<file path="config.mk">
export PLATFORM = sky130hd
export DESIGN_NAME = multi_timer
export DESIGN_NICKNAME = d
export VERILOG_FILES = /design/src/rtl/multi_timer.sv
export SDC_FILE = /design/constraint.sdc
export NUM_CORES = 2
export LEC_CHECK = 0
export CORE_UTILIZATION = 55
export CTS_BUF_LIST = sky130_fd_sc_hd__clkbuf_16
export DETAILED_ROUTE_END_ITERATION = 8
export PLACE_DENSITY = 0.75
export SYNTH_ARGS = -nofsm -noshare
export SYNTH_HDL_FRONTEND = slang
export SYNTH_SLANG_ARGS = --single-unit
export TNS_END_PERCENT = 30
</file>
<file path="constraint.sdc">
create_clock -name clk -period 20.1 [get_ports clk]
set_input_delay 5.025 -clock clk [delete_from_list [all_inputs] [get_ports clk]]
set_output_delay 5.025 -clock clk [all_outputs]
set_load 0.005 [all_outputs]
</file>
<file path="src/rtl/multi_timer.sv">
// rtl/multi_timer.sv - N-channel memory-mapped timer/counter with sticky expiry and level irqs
// Channel c occupies word addresses c*8..c*8+4; IRQ_PENDING sits at NUM_CH*8.
module multi_timer #(
  parameter int NUM_CH     = 4,
  parameter int DATA_WIDTH = 32,
  parameter int ADDR_WIDTH = 6
) (
  input  logic                  clk,
  input  logic                  rst,
  input  logic [ADDR_WIDTH-1:0] addr,
  input  logic [DATA_WIDTH-1:0] data_in,
  input  logic                  write_enable,
  output logic [DATA_WIDTH-1:0] data_out,
  output logic [NUM_CH-1:0]     irq,
  output logic                  irq_any
);

  localparam int CW = ADDR_WIDTH - 3;
  localparam logic [ADDR_WIDTH-1:0] IRQ_ADDR = ADDR_WIDTH'(NUM_CH * 8);
  localparam logic [DATA_WIDTH-1:0] ONE = DATA_WIDTH'(1);
  localparam logic [2:0] OFF_CTRL   = 3'd0;
  localparam logic [2:0] OFF_PRESC  = 3'd1;
  localparam logic [2:0] OFF_PERIOD = 3'd2;
  localparam logic [2:0] OFF_COUNT  = 3'd3;
  localparam logic [2:0] OFF_STATUS = 3'd4;

  logic [CW-1:0] sel_ch;
  logic [2:0]    sel_off;
  logic          in_chan;

  assign sel_ch  = addr[ADDR_WIDTH-1:3];
  assign sel_off = addr[2:0];
  assign in_chan = (addr < IRQ_ADDR);

  logic [NUM_CH-1:0] en_q, en_d;
  logic [NUM_CH-1:0] irq_en_q, irq_en_d;
  logic [NUM_CH-1:0] oneshot_q, oneshot_d;
  logic [NUM_CH-1:0] expired_q, expired_d;
  logic [DATA_WIDTH-1:0] presc_q  [NUM_CH];
  logic [DATA_WIDTH-1:0] presc_d  [NUM_CH];
  logic [DATA_WIDTH-1:0] period_q [NUM_CH];
  logic [DATA_WIDTH-1:0] period_d [NUM_CH];
  logic [DATA_WIDTH-1:0] count_q  [NUM_CH];
  logic [DATA_WIDTH-1:0] count_d  [NUM_CH];
  logic [DATA_WIDTH-1:0] pcount_q [NUM_CH];
  logic [DATA_WIDTH-1:0] pcount_d [NUM_CH];

  logic [NUM_CH-1:0] wr_hit;
  logic [NUM_CH-1:0] cnt_wr;
  logic [NUM_CH-1:0] tick;
  logic [NUM_CH-1:0] expire;

  always_comb begin
    en_d      = en_q;
    irq_en_d  = irq_en_q;
    oneshot_d = oneshot_q;
    expired_d = expired_q;
    presc_d   = presc_q;
    period_d  = period_q;
    count_d   = count_q;
    pcount_d  = pcount_q;
    wr_hit    = '0;
    cnt_wr    = '0;
    tick      = '0;
    expire    = '0;
    for (int c = 0; c < NUM_CH; c++) begin
      wr_hit[c] = write_enable && in_chan && (sel_ch == CW'(c));
      cnt_wr[c] = wr_hit[c] && (sel_off == OFF_COUNT);
      tick[c]   = en_q[c] && (pcount_q[c] >= presc_q[c]);
      // A software COUNTER load suppresses any expiry on the same edge.
      expire[c] = tick[c] && (period_q[c] != '0) && (count_q[c] >= period_q[c]) && !cnt_wr[c];

      if (en_q[c]) pcount_d[c] = tick[c] ? '0 : pcount_q[c] + ONE;
      if (tick[c]) count_d[c] = expire[c] ? '0 : count_q[c] + ONE;

      // Ordering below gives: expiry beats W1C, CTRL write beats one-shot auto-clear.
      if (wr_hit[c] && (sel_off == OFF_STATUS) && data_in[0]) expired_d[c] = 1'b0;
      if (expire[c]) begin
        expired_d[c] = 1'b1;
        if (oneshot_q[c]) en_d[c] = 1'b0;
      end

      if (wr_hit[c]) begin
        case (sel_off)
          OFF_CTRL:   {oneshot_d[c], irq_en_d[c], en_d[c]} = data_in[2:0];
          OFF_PRESC:  presc_d[c]  = data_in;
          OFF_PERIOD: period_d[c] = data_in;
          OFF_COUNT: begin
            count_d[c]  = data_in;
            pcount_d[c] = '0;
          end
          default: ;
        endcase
      end
    end
  end

  always_ff @(posedge clk or posedge rst) begin
    if (rst) begin
      en_q      <= '0;
      irq_en_q  <= '0;
      oneshot_q <= '0;
      expired_q <= '0;
      for (int c = 0; c < NUM_CH; c++) begin
        presc_q[c]  <= '0;
        period_q[c] <= '0;
        count_q[c]  <= '0;
        pcount_q[c] <= '0;
      end
    end else begin
      en_q      <= en_d;
      irq_en_q  <= irq_en_d;
      oneshot_q <= oneshot_d;
      expired_q <= expired_d;
      presc_q   <= presc_d;
      period_q  <= period_d;
      count_q   <= count_d;
      pcount_q  <= pcount_d;
    end
  end

  assign irq     = expired_q & irq_en_q;
  assign irq_any = |irq;

  always_comb begin
    data_out = '0;
    if (addr == IRQ_ADDR) data_out = DATA_WIDTH'(irq);
    for (int c = 0; c < NUM_CH; c++) begin
      if (in_chan && (sel_ch == CW'(c))) begin
        case (sel_off)
          OFF_CTRL:   data_out = DATA_WIDTH'({oneshot_q[c], irq_en_q[c], en_q[c]});
          OFF_PRESC:  data_out = presc_q[c];
          OFF_PERIOD: data_out = period_q[c];
          OFF_COUNT:  data_out = count_q[c];
          OFF_STATUS: data_out = DATA_WIDTH'(expired_q[c]);
          default:    data_out = '0;
        endcase
      end
    end
  end

endmodule

</file>
### Placed standard cells

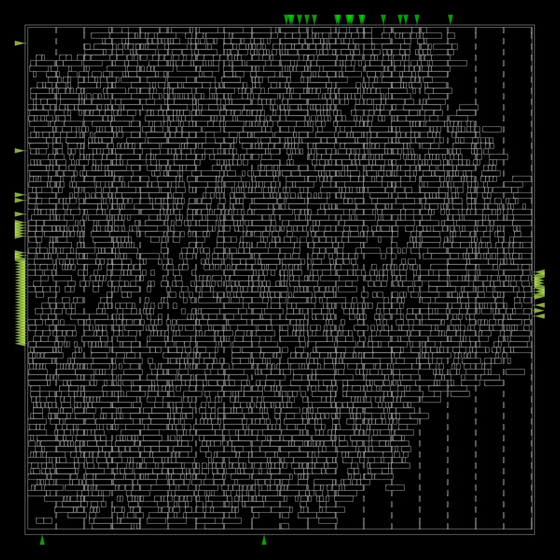
fillers: 5313
non-filler cells, final: 4692
Seq cells: 528
proportion of cell area occupied by registers: 35.4%
TAP cells: 837

### Port wiring

The bar under the picture is 100 um long.
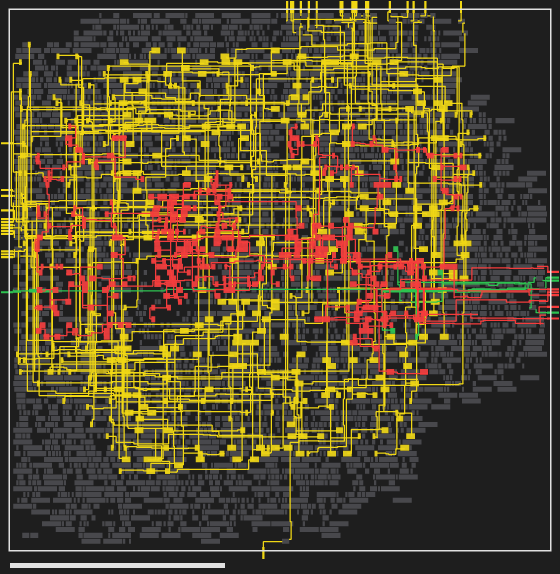
color	port	bits	direction	end cells	buffers	wire
yellow	`data_in`	32	input	386	43	17800 um
red	`addr`	6	input	365	10	3490 um
green	`irq`	4	output	4	4	553 um
io pins: 78
Port Buffers: 77

### Metal layers overlaid

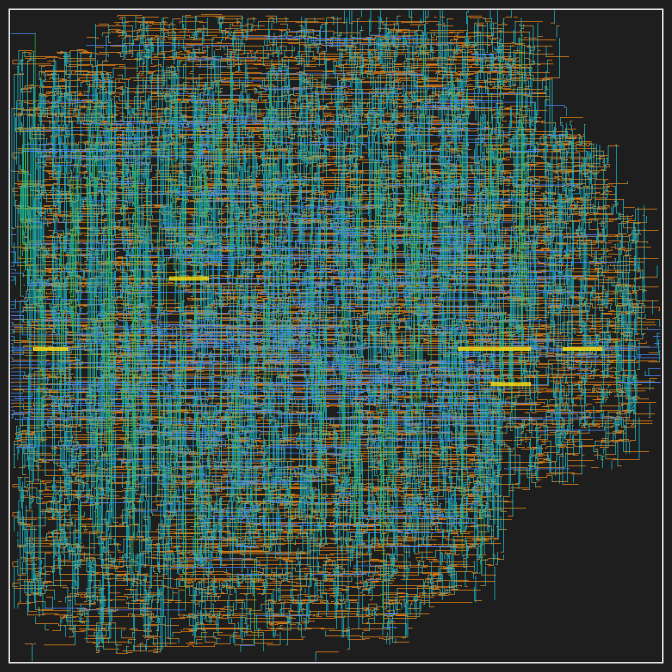
color	layer	wire length
blue	M3	12300 um
cyan	M2	50.4 mm
yellow	M5	80.0 um
orange	M1	44.8 mm
green	M4	6740 um

### Cell classes on the final placement

Fill, decap, tap and diode cells in gray.
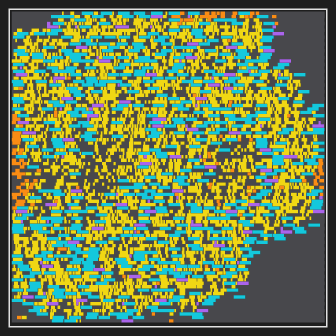
color	class	cells
orange	remaining buffers and delay cells	127
purple	clock drivers and dummy loads	109
cyan	registers	528
yellow	remaining logic cells	3088
final core occ: 60.6%
Cell Rows: 91

### Sizing map

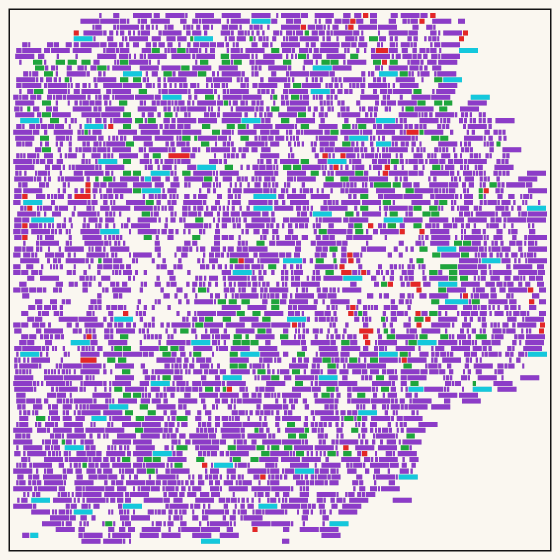
color	size	cells
red	x3 and x4	63
green	x2	254
purple	x1 and smaller	3468
cyan	x6 and larger	67

==> notes.md <==
yosys + openroad results -> placed cell areas=35500 um^2, Post-synth seq share=38.6%, CTS root buf=clkbuf_16, Reg2Reg Depth=12, distinct lib cells=86, inverters=285, minimum clock period=13.91 ns, fp util=55.6%, Hold Fails Final Rpt=0, Layout Skew=0.0354 ns, global routing's busiest layer=met2, Sw Pwr=0.00132 W, Synth top cell by count=dfrtp_1, R2R Setup Slk=16.16 ns, Placeable Area=61600 um^2, Synth top cells by count=dfrtp_1, nand2_1, o21ai_0, routed wl met2=50.4 mm, vias per cell=6.43, residual DRC count=0, Repair and plain buffers=127, met2 Use GR=54.5%, top layer in use=met5, largest class=combinational gates, most frequent cells in the layout=dfrtp_1, nand2_1, o21ai_0, inv_1, ha_1, maximum buffer depth of the clock tree=3, post-place setup slack=6.40 ns, max-slew violations=0, total power=0.00354 W, post-CTS sizing=0, Routed Antenna Nets=0, status=completed, Comb area share=51.0%, Slowest cell on crit path=buf_4, Clock buffer cells=59, Worst-Margin Slew=1.33 ns, worst reg2reg path startpoint=pcount_q[32], cells along the critical path=buf_4, nor2b_4, buf_4, nor2b_2, buf_4, nand2_1, nand3_1, nand3_1, o21ai_0, clkdlybuf4s50_1, Critical Setup Path Class=input pin to output port, tool warnings=38, worst hold path type=flip-flop to flip-flop, Layout area overhead=9.14%, Post-synth regs=528, Routed wire per std cell=24.4 um, grt total ovfl=0, Worst Setup Start Kind=input pin, CTS Hold Buffers Added=0
kinds of logic (layout without fill, tap and decap cells):
kind of cell / Yosys count / after routing / synth area share, %
buf+inv: 519 / 521 / 5.91
xor+xnor: 187 / 187 / 4.79
flops: 528 / 528 / 38.6
simple gates: 1248 / 1248 / 17.8
fa+ha+maj: 264 / 264 / 9.65
other cells: 0 / 3 / 0
compound gates: 896 / 896 / 16.3
mux: 208 / 208 / 6.88
worst max path at each step:
stage                             end  slack, ns
after global placement    data_out[4]       6.43
after global routing      data_out[8]       6.01
final                     data_out[8]       6.19
after floorplan            count_q[0]       0.32
after CTS                 data_out[4]       6.38
after detailed placement  data_out[4]       6.40
No activity file was given, so power comes from the tool's default toggle rates.
